`src/rtl/lsu_pkg.sv`:
```
// Shared types and constants for the load/store memory master.
package lsu_pkg;

    localparam int unsigned FUNCT3_W = 3;
    localparam int unsigned DATA_W   = 32;
    localparam int unsigned BE_W     = 4;
    localparam int unsigned CNT_W    = 8;

    localparam logic [FUNCT3_W-1:0] F3_B  = 3'd0;
    localparam logic [FUNCT3_W-1:0] F3_H  = 3'd1;
    localparam logic [FUNCT3_W-1:0] F3_W  = 3'd2;
    localparam logic [FUNCT3_W-1:0] F3_BU = 3'd4;
    localparam logic [FUNCT3_W-1:0] F3_HU = 3'd5;

    localparam logic [BE_W-1:0] MASK_B = 4'b0001;
    localparam logic [BE_W-1:0] MASK_H = 4'b0011;
    localparam logic [BE_W-1:0] MASK_W = 4'b1111;

    typedef enum logic [1:0] {
        S_IDLE  = 2'd0,
        S_ISSUE = 2'd1,
        S_WAIT  = 2'd2,
        S_RESP  = 2'd3
    } state_t;

endpackage

```
`src/rtl/lsu_align.sv`:
```
// Byte-lane alignment: mask/store replication, load extraction/extension, access legality.
module lsu_align
    import lsu_pkg::*;
(
    input  logic                we,
    input  logic [FUNCT3_W-1:0] funct3,
    input  logic [1:0]          offset,
    input  logic [DATA_W-1:0]   wdata,
    input  logic [DATA_W-1:0]   rdata_raw,
    output logic [BE_W-1:0]     mask_c,
    output logic [DATA_W-1:0]   store_data_c,
    output logic [DATA_W-1:0]   load_data_c,
    output logic                bad_c
);

    logic [DATA_W-1:0] shifted;
    logic              illegal;
    logic              misaligned;

    // Lane selection and extension for the addressed byte/half/word.
    always_comb begin
        shifted      = rdata_raw >> {offset, 3'b000};
        mask_c       = MASK_W;
        store_data_c = wdata;
        load_data_c  = shifted;

        case (funct3[1:0])
            2'd0: begin
                mask_c       = MASK_B << offset;
                store_data_c = {4{wdata[7:0]}};
            end
            2'd1: begin
                mask_c       = MASK_H << offset;
                store_data_c = {2{wdata[15:0]}};
            end
            default: ;
        endcase

        case (funct3)
            F3_B:    load_data_c = {{24{shifted[7]}}, shifted[7:0]};
            F3_H:    load_data_c = {{16{shifted[15]}}, shifted[15:0]};
            F3_BU:   load_data_c = {24'h000000, shifted[7:0]};
            F3_HU:   load_data_c = {16'h0000, shifted[15:0]};
            default: load_data_c = shifted;
        endcase

        illegal    = we ? (funct3 > F3_W) : ((funct3 == 3'd3) || (funct3 >= 3'd6));
        misaligned = ((funct3[1:0] == 2'd1) && offset[0]) ||
                     ((funct3[1:0] == 2'd2) && (offset != 2'd0));
        bad_c      = illegal | misaligned;
    end

endmodule

```
`src/rtl/lsu_mem_master.sv`:
```
// Load/store initiator: one core access -> one memory request, with timeout and error reporting.
module lsu_mem_master
    import lsu_pkg::*;
#(
    parameter int unsigned ADDR_W  = 8,
    parameter int unsigned TIMEOUT = 15
) (
    input  logic                clk,
    input  logic                rst,
    input  logic                core_req,
    input  logic                core_we,
    input  logic [2:0]          core_funct3,
    input  logic [31:0]         core_addr,
    input  logic [31:0]         core_wdata,
    output logic                busy,
    output logic                done,
    output logic                err,
    output logic [31:0]         rdata,
    output logic                mem_request,
    output logic                mem_we_re,
    output logic [3:0]          mem_mask,
    output logic [ADDR_W-1:0]   mem_address,
    output logic [31:0]         mem_data_in,
    input  logic                mem_valid,
    input  logic [31:0]         mem_data_out
);

    state_t              state_q, state_d;
    logic                we_q, we_d;
    logic [FUNCT3_W-1:0] funct3_q, funct3_d;
    logic [1:0]          off_q, off_d;
    logic [CNT_W-1:0]    cnt_q, cnt_d;

    logic                busy_d, done_d, err_d, mem_request_d, mem_we_re_d;
    logic [31:0]         rdata_d, mem_data_in_d;
    logic [3:0]          mem_mask_d;
    logic [ADDR_W-1:0]   mem_address_d;

    logic                a_we;
    logic [FUNCT3_W-1:0] a_funct3;
    logic [1:0]          a_off;
    logic [3:0]          a_mask;
    logic [31:0]         a_store, a_load;
    logic                a_bad;
    logic                unused_addr_bits;

    assign unused_addr_bits = ^core_addr[31:ADDR_W+2];

    // Alignment looks at the live request in IDLE and at the latched access afterwards.
    assign a_we     = (state_q == S_IDLE) ? core_we          : we_q;
    assign a_funct3 = (state_q == S_IDLE) ? core_funct3      : funct3_q;
    assign a_off    = (state_q == S_IDLE) ? core_addr[1:0]   : off_q;

    lsu_align u_align (
        .we           (a_we),
        .funct3       (a_funct3),
        .offset       (a_off),
        .wdata        (core_wdata),
        .rdata_raw    (mem_data_out),
        .mask_c       (a_mask),
        .store_data_c (a_store),
        .load_data_c  (a_load),
        .bad_c        (a_bad)
    );

    // Next-state and next-output logic.
    always_comb begin
        state_d       = state_q;
        we_d          = we_q;
        funct3_d      = funct3_q;
        off_d         = off_q;
        cnt_d         = cnt_q;
        err_d         = 1'b0;
        mem_request_d = 1'b0;
        rdata_d       = rdata;
        mem_we_re_d   = mem_we_re;
        mem_mask_d    = mem_mask;
        mem_address_d = mem_address;
        mem_data_in_d = mem_data_in;

        case (state_q)
            S_IDLE: begin
                if (core_req) begin
                    we_d     = core_we;
                    funct3_d = core_funct3;
                    off_d    = core_addr[1:0];
                    if (a_bad) begin
                        state_d = S_RESP;
                        err_d   = 1'b1;
                    end else begin
                        state_d       = S_ISSUE;
                        mem_request_d = 1'b1;
                        mem_we_re_d   = core_we;
                        mem_mask_d    = a_mask;
                        mem_address_d = core_addr[ADDR_W+1:2];
                        mem_data_in_d = a_store;
                    end
                end
            end
            S_ISSUE: begin
                state_d = S_WAIT;
                cnt_d   = '0;
            end
            S_WAIT: begin
                if (mem_valid) begin
                    if (!we_q) begin
                        rdata_d = a_load;
                    end
                    state_d = S_RESP;
                end else if (cnt_q == CNT_W'(TIMEOUT)) begin
                    state_d = S_RESP;
                    err_d   = 1'b1;
                end else begin
                    cnt_d = cnt_q + CNT_W'(1);
                end
            end
            default: begin
                state_d = S_IDLE;
            end
        endcase

        done_d = (state_d == S_RESP);
        busy_d = (state_d != S_IDLE);
    end

    // State, latched access and registered outputs.
    always_ff @(posedge clk or negedge rst) begin
        if (!rst) begin
            state_q     <= S_IDLE;
            we_q        <= 1'b0;
            funct3_q    <= '0;
            off_q       <= '0;
            cnt_q       <= '0;
            busy        <= 1'b0;
            done        <= 1'b0;
            err         <= 1'b0;
            rdata       <= '0;
            mem_request <= 1'b0;
            mem_we_re   <= 1'b0;
            mem_mask    <= '0;
            mem_address <= '0;
            mem_data_in <= '0;
        end else begin
            state_q     <= state_d;
            we_q        <= we_d;
            funct3_q    <= funct3_d;
            off_q       <= off_d;
            cnt_q       <= cnt_d;
            busy        <= busy_d;
            done        <= done_d;
            err         <= err_d;
            rdata       <= rdata_d;
            mem_request <= mem_request_d;
            mem_we_re   <= mem_we_re_d;
            mem_mask    <= mem_mask_d;
            mem_address <= mem_address_d;
            mem_data_in <= mem_data_in_d;
        end
    end

endmodule

```
`config.mk`:
```
export PLATFORM = sky130hd
export DESIGN_NAME = lsu_mem_master
export DESIGN_NICKNAME = d
export VERILOG_FILES = /design/src/rtl/lsu_pkg.sv /design/src/rtl/lsu_align.sv /design/src/rtl/lsu_mem_master.sv
export SDC_FILE = /design/constraint.sdc
export NUM_CORES = 1
export LEC_CHECK = 0
export ABC_AREA = 1
export CAP_MARGIN = 20
export CORE_UTILIZATION = 41
export DETAILED_ROUTE_END_ITERATION = 16
export GPL_ROUTABILITY_DRIVEN = 0
export PLACE_DENSITY = 0.87
export SYNTH_ARGS = -nofsm -noshare
export SYNTH_HDL_FRONTEND = slang
export SYNTH_SLANG_ARGS = --single-unit
```
`constraint.sdc`:
```
create_clock -name clk -period 1.98 [get_ports clk]
set_clock_uncertainty 0.1 [all_clocks]
set_input_delay 0.396 -clock clk [delete_from_list [all_inputs] [get_ports clk]]
set_output_delay 0.396 -clock clk [all_outputs]
set_load 0.05 [all_outputs]
```
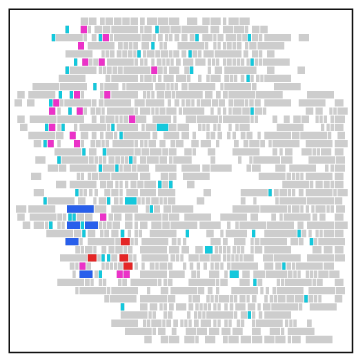
*Gate-type map*
Scale: 3 px per um.
colour	family	cells
magenta	AND and OR gates	20
blue	adder and majority cells	5
red	XOR/XNOR gates	4
cyan	inverters	60

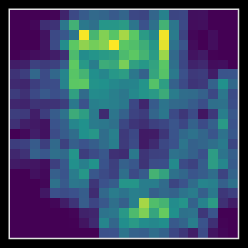
*Signal metal coverage by tile*
Scale: 2 px per um. 23 x 23 tiles, from dark purple (low) to yellow (high), scaled to the fullest tile. Values are wire area over tile area, all layers added.
fullest tile	0.70
nearly empty tiles	14%
densest ninth of the die	north
emptiest ninth of the die	south-west

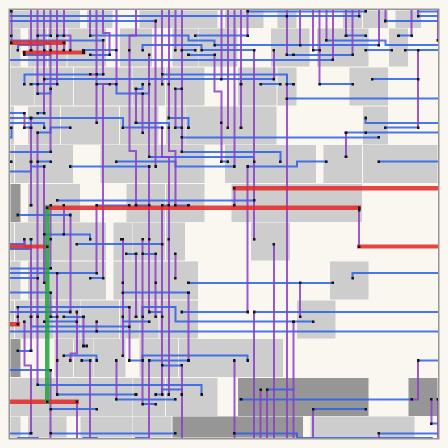
*Layout detail*
Region (42, 42) to (72, 72) um. Cells in grey, sequential cells in the stronger grey; small squares are vias.
colour	layer
red	metal 3
purple	metal 2
blue	metal 1
green	metal 4
most frequent	buf_4 (18), nand2_1 (12), nand2_2 (6)
cells with their middle in the window	65
netlist names of flops here include	mem_data_in (2)
sequential cells in the window	2

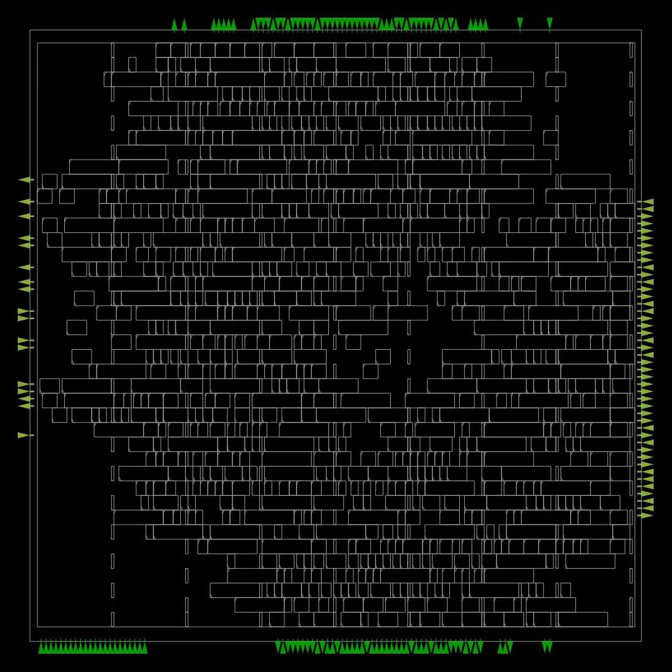
*Placed standard cells*
Core Region: 0.0121 mm^2
number of tapcells: 168
number of standard cells in the final layout excluding fillers: 1095
Filler Cell Count: 941

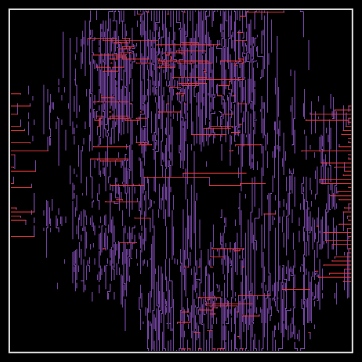
*Signal wires by layer*
Scale: 3 px per um. Only two layers are drawn.
colour	layer	wire length
purple	metal 2	7830 um
red	metal 3	888 um

## cell families after synthesis
kind of cell             share of synthesized area
flip-flops                                   0.473
AND-OR/OR-AND                               0.0755
AND/OR/NAND/NOR                              0.356
buffers and inverters                       0.0772
adder cells (fa/ha/maj)                     0.0122
XOR/XNOR                                   0.00682
## synthesized netlist by cell type (2+ instances only)
library cell	n
sky130_fd_sc_hd__buf_2	9
sky130_fd_sc_hd__a31oi_1	7
sky130_fd_sc_hd__buf_6	3
sky130_fd_sc_hd__clkbuf_1	18
sky130_fd_sc_hd__nor2_1	34
sky130_fd_sc_hd__o21ai_0	47
sky130_fd_sc_hd__buf_4	3
sky130_fd_sc_hd__nand2_1	322
sky130_fd_sc_hd__ha_1	5
sky130_fd_sc_hd__o211ai_1	2
sky130_fd_sc_hd__nand2_2	3
sky130_fd_sc_hd__dfrtp_1	97
sky130_fd_sc_hd__inv_2	3
sky130_fd_sc_hd__a21oi_1	14
sky130_fd_sc_hd__nand2_4	2
sky130_fd_sc_hd__xnor2_1	2
sky130_fd_sc_hd__inv_1	56
sky130_fd_sc_hd__nand4_1	2
sky130_fd_sc_hd__nand3_1	58
sky130_fd_sc_hd__or2_2	20
sky130_fd_sc_hd__nor3_1	2
sky130_fd_sc_hd__xor2_1	2
## state kept, by name, summed over array words and instances, names as in the netlist, 2 cells and up
name / flops
funct3_q: 3
rdata: 32
state_q: 2
cnt_q: 8
mem_mask: 4
mem_address: 8
mem_data_in: 32
off_q: 2
## report_power, final
group | leakage, nW | total, mW | switching (mW) | internal, mW
clock | 0.159 | 1.92 | 0.772 | 1.15
combinational | 2.87 | 11.0 | 7.03 | 4.01
sequential | 1.21 | 3.36 | 0.497 | 2.86
## routing by layer
metal / part of all wire / wire (um) / vias to the layer above / global-route usage
li1: - / - / 2653 / -
met1: 0.42 / 6780 / 2539 / 0.316
met2: 0.49 / 7830 / 266 / 0.381
met3: 0.055 / 888 / 62 / 0.0308
met5: 0 / 0 / - / 0
met4: 0.039 / 633 / 0 / 0.117
## timing repair
| item | 4_1_cts | 5_1_grt |
|---|---|---|
| endpoints found under the setup margin | 94 | 81 |
| resized | 24 | 71 |
| cloned | 0 | 8 |
| pin swaps | 0 | 9 |
| setup buffers | 0 | 3 |
| hold buffers | 1 | 0 |
| endpoints found under the hold margin | 18 | 0 |
## how the worst max path moves through the flow
| stage | startpoint | to | depth (start not counted) |
|---|---|---|---|
| finish | state_q[0] | mem_address[5] | 12 |
| CTS | mem_address[1] | mem_address[1] | 1 |
| detailed placement | core_addr[0] | rdata[16] | 11 |
| global route | state_q[0] | mem_data_in[19] | 13 |
| global placement | core_addr[0] | rdata[16] | 11 |
| floorplan | state_q[0] | mem_address[0] | 14 |
## through the flow
| stage | instances | total power [mW] |
|---|---|---|
| floorplan | 715 | 9.80 |
| global placement | 1067 | 13.1 |
| detailed placement | 1067 | 13.3 |
| CTS | 1084 | 15.2 |
| global route | 1095 | 17.4 |
| finish | 1095 | 16.3 |
## cell type report
type | count | area share
inverters | 60 | 0.0312
clock buffers | 10 | 0.0300
well taps | 168 | 0.0264
clock inverters | 6 | 0.0113
multi-input cells | 525 | 0.315
repair buffers | 229 | 0.282
flip-flops and latches | 97 | 0.304
==> results.py <==
# Flow results
metrics = {
    "clock_tree": {
        "worst_setup_hold_path_clk_slew_ns": 0.07,
        "root_buffer": "sky130_fd_sc_hd__clkbuf_16",
        "clk-insertion-delay-late_ns": 0.34,
        "cts_num_sinks": 97,
        "tritoncts.num_buffers": 9,
        "cts_htree_levels": 3,
        "tritoncts": "done",
    },
    "logic_synthesis": {
        "synthesis.nets": 824,
        "synth-async-reset-ratio": 1.00,
        "postSynthCellCount": 715,
        "postSynth.topFlopCell": "sky130_fd_sc_hd__dfrtp_1",
        "edf_count": 0,
        "postSynthSeqShare": 0.473,
        "synth.largest_area_cell": "sky130_fd_sc_hd__dfrtp_1",
        "post-synth-top-area-fraction": 0.473,
        "synth.yosys.chip_area_mm2": 0.00514,
        "synth.distinct_cells": 26,
        "synth.avg_cell_area_um2": 7.18,
        "netlist_top_cells_area": "sky130_fd_sc_hd__dfrtp_1 (47%), sky130_fd_sc_hd__nand2_1 (24%), sky130_fd_sc_hd__nand3_1 (5.7%)",
        "synth_stat.cells": 715,
        "synth_flop_count": 97,
    },
    "setup_path": {
        "critical_path_peak_fanout": 12,
        "rrSetupSlack_ns": -0.02,
        "critical_path.slowest_cell": "sky130_fd_sc_hd__dfrtp_1",
        "critical_path.n_buffers_inverters": 3,
        "timing.critical_path.max_delay_family": "simple AND/OR/NAND/NOR gates",
        "critPathCaptureType": "register",
        "reg2reg_from": "state_q[0]",
        "setup.worst_path.start_class": "register",
        "worst_r2r_path_depth": 12,
    },
    "final_timing": {
        "tightestPinTransition_ns": 0.498,
        "final_max_slew_violation_tally": 0,
        "final_sum_of_negative_setup_slack_ns": -0.0693,
        "timing.final.ws_setup_ns": -0.0172,
        "fin_crit_sh": 1.01,
        "setup_violations": 10,
        "final.hold.worst_slack_ns": 0.368,
    },
    "global_route": {
        "maximum_number_of_pins_on_one_net_before_global_route_repair": 44,
        "overflow": 0,
        "number_of_global_route_vias_before_repair": 5059,
        "antenna_violations_before_repair": 0,
        "global_route.usage.total": 0.237,
    },
    "detailed_routing": {
        "drc_viols": 0,
        "drt.antenna.violating_nets": 0,
        "vias": 5520,
        "post_drt_via_cell_ratio": 5.04,
        "routed_wirelength_um": 16100,
        "routed_wire_length_per_instance_um": 14.7,
        "detail_route.iter0.violations": 437,
    },
    "cells_and_area": {
        "final_common_cell": "sky130_fd_sc_hd__nand2_1",
        "antenna_cells_inserted": 0,
        "final_layout_size_suffix_gt1_frac": 0.238,
        "mostFrequentLayoutCells": "sky130_fd_sc_hd__nand2_1 (297), sky130_fd_sc_hd__buf_4 (103), sky130_fd_sc_hd__dfrtp_1 (97), sky130_fd_sc_hd__clkdlybuf4s50_1 (80)",
        "flow.area_growth_from_synthesis_pct": 55.2,
        "mi_logic_area_mm2": 0.00251,
        "nNetsFinal": 1031,
        "post-route-util": 0.658,
        "final-seq-area_mm2": 0.00243,
    },
    "placement": {
        "dp.final_hpwl_um": 10900,
        "placed_area_mm2": 0.00720,
        "post-place-ws_ns": -0.177,
        "place.port_buffers": 162,
    },
    "run": {
        "openroad.warnings": 53,
    },
    "min_path": {
        "hold_class": "reg -> reg",
        "worst_hold_startpoint": "mem_address[4]",
        "holdPathEnd": "mem_address[4]",
    },
    "floorplanning": {
        "i_o_pin_total": 185,
        "floorplanUtilization": 0.424,
        "num_rows": 40,
        "chip_area_mm2": 0.0130,
        "fp.dieW_um": 114,
    },
    "power_and_ir_drop": {
        "p_per_area_mw_per_mm2": 2050,
        "p_leak_nw": 4.23,
    },
    "outcome": {
        "outcome": "finished with violations",
        "violations": "setup timing",
    },
}
Power figures rest on the tool's default switching activity, not on a simulated workload.
